## config.mk

```make
export PLATFORM = sky130hd
export DESIGN_NAME = edge_detect_multi
export DESIGN_NICKNAME = d
export VERILOG_FILES = /design/src/rtl/edge_pkg.sv /design/src/rtl/edge_chan.sv /design/src/rtl/edge_detect_multi.sv
export SDC_FILE = /design/constraint.sdc
export NUM_CORES = 1
export LEC_CHECK = 0
export ABC_CLOCK_PERIOD_IN_PS = 2100
export CORE_MARGIN = 2
export CORE_UTILIZATION = 31
export DETAILED_ROUTE_END_ITERATION = 8
export GPL_ROUTABILITY_DRIVEN = 1
export PLACE_DENSITY = 0.61
export SLEW_MARGIN = 25
export SYNTH_ARGS = -nofsm -noshare
export SYNTH_HDL_FRONTEND = slang
export SYNTH_HIERARCHICAL = 1
export SYNTH_SLANG_ARGS = --single-unit
```

## constraint.sdc

```tcl
create_clock -name clk -period 2.1 [get_ports clk]
set_input_delay 0.42 -clock clk [delete_from_list [all_inputs] [get_ports clk]]
set_output_delay 0.42 -clock clk [all_outputs]
set_load 0.01 [all_outputs]
```

## src/rtl/edge_pkg.sv

```systemverilog
// Shared encodings for the multi-channel edge detector.
// Optional input synchronizer is enabled by defining EDGE_SYNC_EN.
package edge_pkg;

  typedef enum logic [1:0] {
    MODE_OFF  = 2'b00,
    MODE_RISE = 2'b01,
    MODE_FALL = 2'b10,
    MODE_BOTH = 2'b11
  } mode_e;

  typedef enum logic {
    ST_IDLE  = 1'b0,
    ST_PULSE = 1'b1
  } chan_state_e;

  // True when the sampled transition prev -> cur matches the selected mode.
  function automatic logic edge_qual(input logic [1:0] mode,
                                     input logic       cur,
                                     input logic       prev);
    logic hit;
    hit = 1'b0;
    case (mode)
      MODE_RISE: hit = cur & ~prev;
      MODE_FALL: hit = ~cur & prev;
      MODE_BOTH: hit = cur ^ prev;
      default:   hit = 1'b0;
    endcase
    return hit;
  endfunction

endpackage

```

## src/rtl/edge_chan.sv

```systemverilog
// One edge-detector channel: optional synchronizer (EDGE_SYNC_EN), arming,
// edge qualification, retriggerable pulse FSM, sticky flag and saturating counter.
module edge_chan
  import edge_pkg::*;
#(
  parameter int PULSE_W = 1,
  parameter int CNT_W   = 8
) (
  input  logic             clk,
  input  logic             rst_n,
  input  logic             in_i,
  input  logic [1:0]       mode_i,
  input  logic             clr_i,
  output logic             pulse_o,
  output logic             flag_o,
  output logic [CNT_W-1:0] count_o
);

  localparam int               PC_W    = $clog2(PULSE_W + 1);
  localparam logic [PC_W-1:0]  PC_LOAD = PC_W'(PULSE_W - 1);
  localparam logic [CNT_W-1:0] CNT_MAX = '1;

  logic cur;
  logic sample_vld;

`ifdef EDGE_SYNC_EN
  logic [1:0] sync_q;
  logic [1:0] vld_q;

  // vld_q tracks how far valid data has propagated through the synchronizer.
  always_ff @(posedge clk or negedge rst_n) begin
    if (!rst_n) begin
      sync_q <= '0;
      vld_q  <= '0;
    end else begin
      sync_q <= {sync_q[0], in_i};
      vld_q  <= {vld_q[0], 1'b1};
    end
  end

  assign cur        = sync_q[1];
  assign sample_vld = vld_q[1];
`else
  assign cur        = in_i;
  assign sample_vld = 1'b1;
`endif

  logic armed_q;
  logic prev_q;
  logic edge_hit;

  // The first valid sample only seeds prev, so a level held across reset is never an edge.
  always_ff @(posedge clk or negedge rst_n) begin
    if (!rst_n) begin
      armed_q <= 1'b0;
      prev_q  <= 1'b0;
    end else if (sample_vld) begin
      armed_q <= 1'b1;
      prev_q  <= cur;
    end
  end

  assign edge_hit = armed_q & edge_qual(mode_i, cur, prev_q);

  chan_state_e     state_q, state_d;
  logic [PC_W-1:0] pc_q, pc_d;
  logic            pulse_q, pulse_d;

  always_comb begin
    state_d = state_q;
    pc_d    = pc_q;
    pulse_d = pulse_q;
    case (state_q)
      ST_IDLE: begin
        pulse_d = 1'b0;
        if (edge_hit) begin
          state_d = ST_PULSE;
          pulse_d = 1'b1;
          pc_d    = PC_LOAD;
        end
      end
      ST_PULSE: begin
        if (edge_hit) begin
          pulse_d = 1'b1;
          pc_d    = PC_LOAD;
        end else if (pc_q == '0) begin
          state_d = ST_IDLE;
          pulse_d = 1'b0;
        end else begin
          pc_d = pc_q - PC_W'(1);
        end
      end
      default: begin
        state_d = ST_IDLE;
        pulse_d = 1'b0;
        pc_d    = '0;
      end
    endcase
  end

  always_ff @(posedge clk or negedge rst_n) begin
    if (!rst_n) begin
      state_q <= ST_IDLE;
      pc_q    <= '0;
      pulse_q <= 1'b0;
    end else begin
      state_q <= state_d;
      pc_q    <= pc_d;
      pulse_q <= pulse_d;
    end
  end

  logic             flag_q, flag_d;
  logic [CNT_W-1:0] cnt_q, cnt_d;

  // A clear coinciding with an edge still records that edge.
  always_comb begin
    flag_d = flag_q;
    cnt_d  = cnt_q;
    if (edge_hit) begin
      flag_d = 1'b1;
    end else if (clr_i) begin
      flag_d = 1'b0;
    end
    if (clr_i) begin
      cnt_d = edge_hit ? CNT_W'(1) : '0;
    end else if (edge_hit && (cnt_q != CNT_MAX)) begin
      cnt_d = cnt_q + CNT_W'(1);
    end
  end

  always_ff @(posedge clk or negedge rst_n) begin
    if (!rst_n) begin
      flag_q <= 1'b0;
      cnt_q  <= '0;
    end else begin
      flag_q <= flag_d;
      cnt_q  <= cnt_d;
    end
  end

  assign pulse_o = pulse_q;
  assign flag_o  = flag_q;
  assign count_o = cnt_q;

endmodule

```

## src/rtl/edge_detect_multi.sv

```systemverilog
// N_CH-channel edge detector with per-channel mode, pulse, flag and counter.
// Define EDGE_SYNC_EN to add a 2-flop input synchronizer in every channel.
module edge_detect_multi
  import edge_pkg::*;
#(
  parameter int N_CH    = 4,
  parameter int PULSE_W = 1,
  parameter int CNT_W   = 8
) (
  input  logic                  clk,
  input  logic                  rst_n,
  input  logic [N_CH-1:0]       in_i,
  input  logic [2*N_CH-1:0]     mode_i,
  input  logic [N_CH-1:0]       clr_i,
  output logic [N_CH-1:0]       pulse_o,
  output logic [N_CH-1:0]       flag_o,
  output logic                  any_o,
  output logic [N_CH*CNT_W-1:0] count_o
);

  for (genvar gi = 0; gi < N_CH; gi++) begin : g_chan
    edge_chan #(
      .PULSE_W(PULSE_W),
      .CNT_W  (CNT_W)
    ) u_chan (
      .clk    (clk),
      .rst_n  (rst_n),
      .in_i   (in_i[gi]),
      .mode_i (mode_i[2*gi +: 2]),
      .clr_i  (clr_i[gi]),
      .pulse_o(pulse_o[gi]),
      .flag_o (flag_o[gi]),
      .count_o(count_o[gi*CNT_W +: CNT_W])
    );
  end

  assign any_o = |pulse_o;

endmodule

```

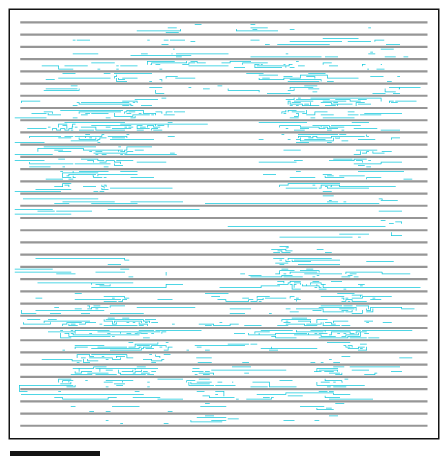
Run 1: M1 wires
Bar = 20 µm. Supply wires on this layer in grey.
wire length on this layer = 2,950 µm
nets with wire on the layer = 330
longest straight run = 38.6 µm
share of all routed wire = 49%
main direction = horizontal
DR vias: 2,321
final wirelength: 5990 µm

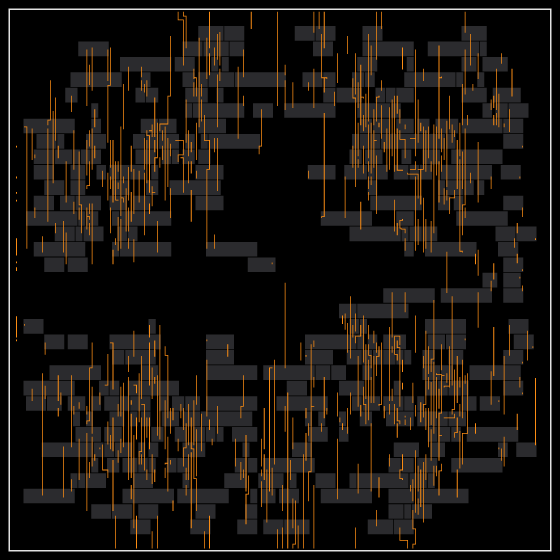
Run 1: met2 routing
Cells faint in the background.
share of all routed wire = 46%
main direction = vertical
longest straight run = 27.4 µm
nets with wire on the layer = 316
wire length on this layer = 2,770 µm

==> flow_metrics.env, run 1 <==
# flow metrics
export IMPL_status="complete, no violations"
export IMPL_top_level_ports=59
export IMPL_edf_count=0
export IMPL_cp_end_kind="output port"
export IMPL_clkTransAtPathRegs_ns=0.08
export IMPL_rows=33
export IMPL_wire_per_inst_um=13.3
export IMPL_period_used_pct=89.2
export IMPL_antenna_found_initial=0
export IMPL_grt_overflow_total=0
export IMPL_synthArstFlopShare_pct=100
export IMPL_yosysWarnings=6
export IMPL_cts_tree="done"
export IMPL_ys_seq_share_pct=46.5
export IMPL_drt_iter0_markers=99
export IMPL_cp_required_ns=1.68
export IMPL_crit_slowest_cell="or4_1"
export IMPL_vias_per_cell=5.17
export IMPL_max_slew_worst_pin_slew_ns=0.511
export IMPL_stdcell_count=449
export IMPL_critPathMaxFanout=2
export IMPL_crit_type="flop to output port"
export IMPL_routabilityCongestion=0.867
export IMPL_warnings=30
export IMPL_crit_path_cell_trace="or4_1 -> dlygate4sd2_1"
export IMPL_drc=0
export IMPL_top_area_cell="dfrtp_1"
export IMPL_cts_root_buffer="clkbuf_8"
export IMPL_simple_gate_share_pct=19.8
export IMPL_clock_latency_late_pin_ns=0.29
export IMPL_worst_slack_ns=0.228
export IMPL_rsz0062_at_grt="no"
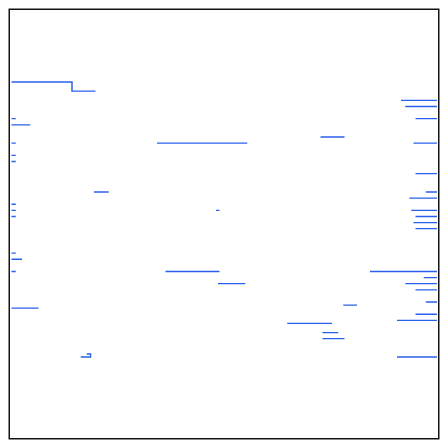
Run 1: metal 3
main direction = horizontal
nets with wire on the layer = 38
wire length on this layer = 215 µm

run 1: worst max-delay path, delay by kind of cell (launching register included):
family        cells  cell delay [ns]
simple gates      1             0.50
flops             1             0.37
buf+inv           1             0.29
run 1: flip-flops by register name (all words and copies together), names as in the netlist:
register / count
g_chan.u_chan/armed_q: 4
g_chan.u_chan/prev_q: 4
g_chan.u_chan/flag_o: 4
g_chan.u_chan/pulse_o: 4
g_chan.u_chan/count_o: 32
run 1: power breakdown:
part           switching (mW)  leakage, nW  internal [mW]
clock network           0.290       0.0503          0.294
registers              0.0271        0.638          0.957
logic                   0.136        0.888          0.155
run 1: cell families (layout without fill, tap and decap cells):
group                      Yosys count  after routing
AOI/OAI and AO/OA                   74             74
and+or+nand+nor                     91             91
buffers and inverters               33            107
muxes                                8              8
adders and majority gates           12             12
DFF                                 48             48
other                                4              4
run 1: stage by stage:
stage	instance area (µm²)	total power, mW
after global routing	3550	1.98
after global placement	3380	1.29
after floorplan	2580	1.11
final	3550	1.86
after detailed placement	3380	1.29
after CTS	3480	1.90
run 1: path summary, 6_finish.rpt:
kind	slack, ns	to	cells after the start
worst min register to register	0.49	g_chan[2].u_chan/flag_o	1
worst min-delay path	0.09	g_chan[1].u_chan/count_o[2]	1
worst max-delay path	0.23	any_o	2
worst max register to register	0.24	g_chan[1].u_chan/count_o[3]	6
max in group asynchronous	1.47	g_chan[3].u_chan/pulse_o	2
min in group clk	0.37	g_chan[3].u_chan/prev_q	2
run 1: cells in the final DEF, fill, tap and decap left out, drive strengths merged:
| master | n |
|---|---|
| o21ai | 19 |
| inv | 22 |
| nand3 | 15 |
| and3 | 4 |
| buf | 20 |
| nor2b | 4 |
| nand2 | 16 |
| clkbuf | 7 |
| a21oi | 24 |
| dlygate4sd2 | 1 |
| mux2 | 4 |
| and4 | 8 |
| nand4b | 1 |
| ha | 12 |
| conb | 4 |
| dlymetal6s2s | 4 |
| mux2i | 4 |
| a41oi | 8 |
| nor4b | 1 |
| or3 | 4 |
| clkinv | 1 |
| a311oi | 4 |
| nor2 | 12 |
| nor3 | 2 |
| or4 | 1 |
| nand2b | 12 |
| nand4 | 11 |
| o311a | 3 |
| dfrtp | 48 |
| a311o | 4 |
| clkdlybuf4s50 | 52 |
| a31oi | 5 |
| a21o | 3 |
| a31o | 4 |
run 1: per-layer routing:
metal	track usage (%)	wire (µm)	up-vias
met1	19.9	2950	1133
met5	0	0	-
met2	20.5	2770	50
li1	-	-	1132
met3	2.69	215	6
met4	3.62	53	0
run 1: timing repair:
item / 4_1_cts / 5_1_grt
gates cloned: 0 / 0
setup buffers: 0 / 3
gates resized: 1 / 16
endpoints found under the setup margin: 2 / 18
endpoints found under the hold margin: 0 / 0
pin swaps: 1 / 5
run 1: final cells by class:
cell class,instances,area [µm²]
fill,786,4580
multi-input combinational,189,1290
sequential,48,1200
timing repair buffer,77,739
tap,105,131
clock buffer,7,96.3
inverter,23,95.1
Run 1, routing congestion map:
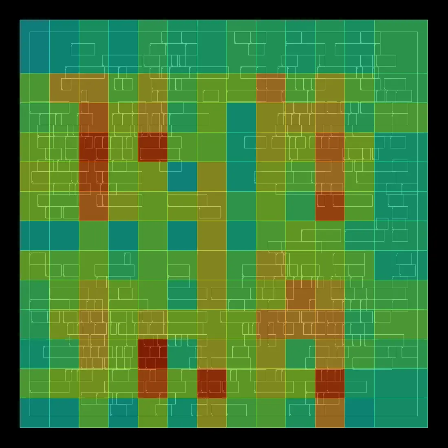

==> inputs of run 2 (changes only) <==
Settings changed: CORE_ASPECT_RATIO from default to 1.2, SLEW_MARGIN 25 to 15.
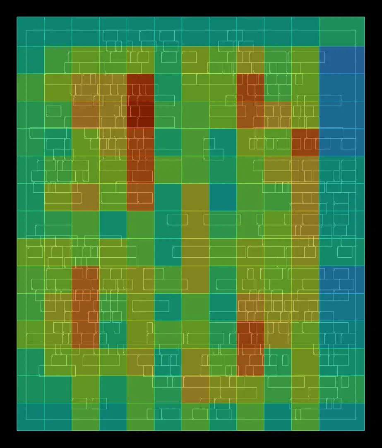
Run 2: routing congestion map
per-cell routed wire length: 13.5 µm
total track usage: 13.0%
M1 GR Usage: 17.8%
met2 Use GR: 20.6%

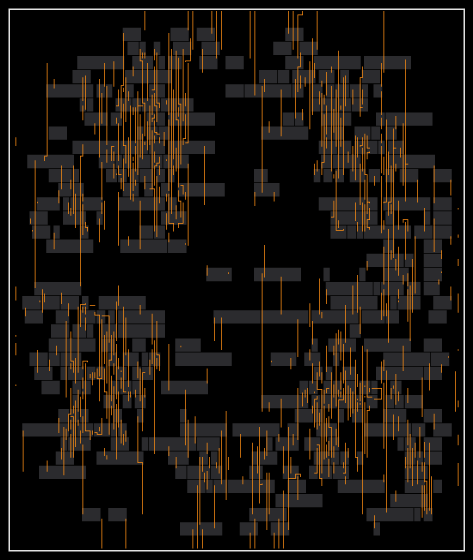
Run 2: met2 routing
Cells faint in the background.
main direction = vertical
nets with wire on the layer = 307

==> run 2 against run 1 <==
Hold slack improved by 0.0078 ns. Setup slack got worse by 0.17 ns. Die area barely moved. Critical path type is now input port to flop. Critical endpoint is now g_chan[1].u_chan/count_o[3]. Largest power group unchanged.
==> flow_metrics.env, run 2 <==
# flow metrics
export IMPL_cp_end_kind="flop"
export IMPL_period_used_pct=97.2
export IMPL_wirelength_um=5930
export IMPL_cts_tree="done"
export IMPL_antenna_found_initial=0
export IMPL_clock_latency_late_pin_ns=0.30
export IMPL_yosysWarnings=6
export IMPL_via_count=2350
export IMPL_largest_register_ffs=32
export IMPL_grt_overflow_total=0
export IMPL_cts_root_buffer="clkbuf_8"
export IMPL_critPathBufInv=3
export IMPL_edf_count=0
export IMPL_clkTransAtPathRegs_ns=0.10
export IMPL_ff2ff_path_depth=6
export IMPL_lay_top_count="clkdlybuf4s50_1"
export IMPL_crit_path_cell_trace="clkdlybuf4s50_1 -> inv_1 -> ha_1 -> nand2b_1 -> a311o_2 -> inv_4 -> nand3_1 -> mux2_4"
export IMPL_synthArstFlopShare_pct=100
export IMPL_r2r_end="g_chan[3].u_chan/count_o[3]"
export IMPL_layout_top_cells="clkdlybuf4s50_1, dfrtp_1, a21oi_1"
export IMPL_crit_family="buffers and inverters"
export IMPL_routabilityCongestion=0.834
export IMPL_top_area_cell="dfrtp_1"
export IMPL_n_fill_cell=800
export IMPL_reg2reg_slack_ns=0.26
export IMPL_rsz0062_at_grt="no"
export IMPL_crit_slowest_cell="clkdlybuf4s50_1"
export IMPL_status="complete, no violations"
export IMPL_rows=36
==> run 2: stage by stage <==
step / setup slack (ns) / power, mW / cell area (µm²) / hold WS, ns / utilization (%)
2_1_floorplan: 0.264 / 1.11 / 2580 / 0.124 / -
3_3_place_gp: -0.295 / 1.28 / 3360 / 0.431 / 41.5
3_5_place_dp: -0.316 / 1.29 / 3360 / 0.433 / 41.5
4_1_cts: 0.00763 / 1.97 / 3470 / 0.0989 / 42.8
5_1_grt: 0.0156 / 2.04 / 3540 / 0.104 / 43.6
6_report: 0.0592 / 1.95 / 3540 / 0.0930 / 43.6
==> run 2: final cells by class <==
cell class,instances,area [µm²],share of cell area [%]
Multi-Input combinational cell,189,1280,36.2
Tap cell,95,119,3.36
Timing Repair Buffer,76,729,20.6
Clock inverter,3,42.5,1.20
Clock buffer,5,68.8,1.95
Inverter,23,96.3,2.72
Sequential cell,48,1200,34.0
==> run 2: cells by family after synthesis <==
logic type | synth area share [%]
compound gates | 19.0
fa+ha+maj | 5.82
buf+inv | 4.99
flops | 46.5
mux | 3.30
other cells | 0.582
simple gates | 19.8
==> run 2: report_power, final <==
group	switching [mW]	leakage, nW	internal, mW	total [mW]
Combinational	0.136	0.868	0.152	0.288
Sequential	0.0257	0.638	0.957	0.983
Clock	0.322	0.0541	0.353	0.675
Total	0.484	1.56	1.46	1.95
==> run 2: worst max path at each step <==
stage / from / cells after the start / end
floorplan: in_i[0] / 7 / g_chan[0].u_chan/count_o[3]
global placement: in_i[1] / 8 / g_chan[1].u_chan/count_o[3]
detailed placement: in_i[1] / 8 / g_chan[1].u_chan/count_o[3]
CTS: in_i[1] / 8 / g_chan[1].u_chan/count_o[3]
global route: in_i[1] / 8 / g_chan[1].u_chan/count_o[3]
finish: in_i[1] / 8 / g_chan[1].u_chan/count_o[3]
==> run 2: per-layer routing <==
layer	GRT usage [%]	vias up	wire length [µm]
li1	-	1136	-
met1	17.8	1136	2750
met2	20.6	72	2830
met3	2.78	6	293
met4	3.41	0	60
met5	0	-	0
==> run 2: timing repair <==
item | CTS | global route
pin swaps | 0 | 5
resized | 1 | 15
setup buffers | 0 | 3
setup endpoints to repair | 1 | 13
Power and IR drop assume default switching activity.
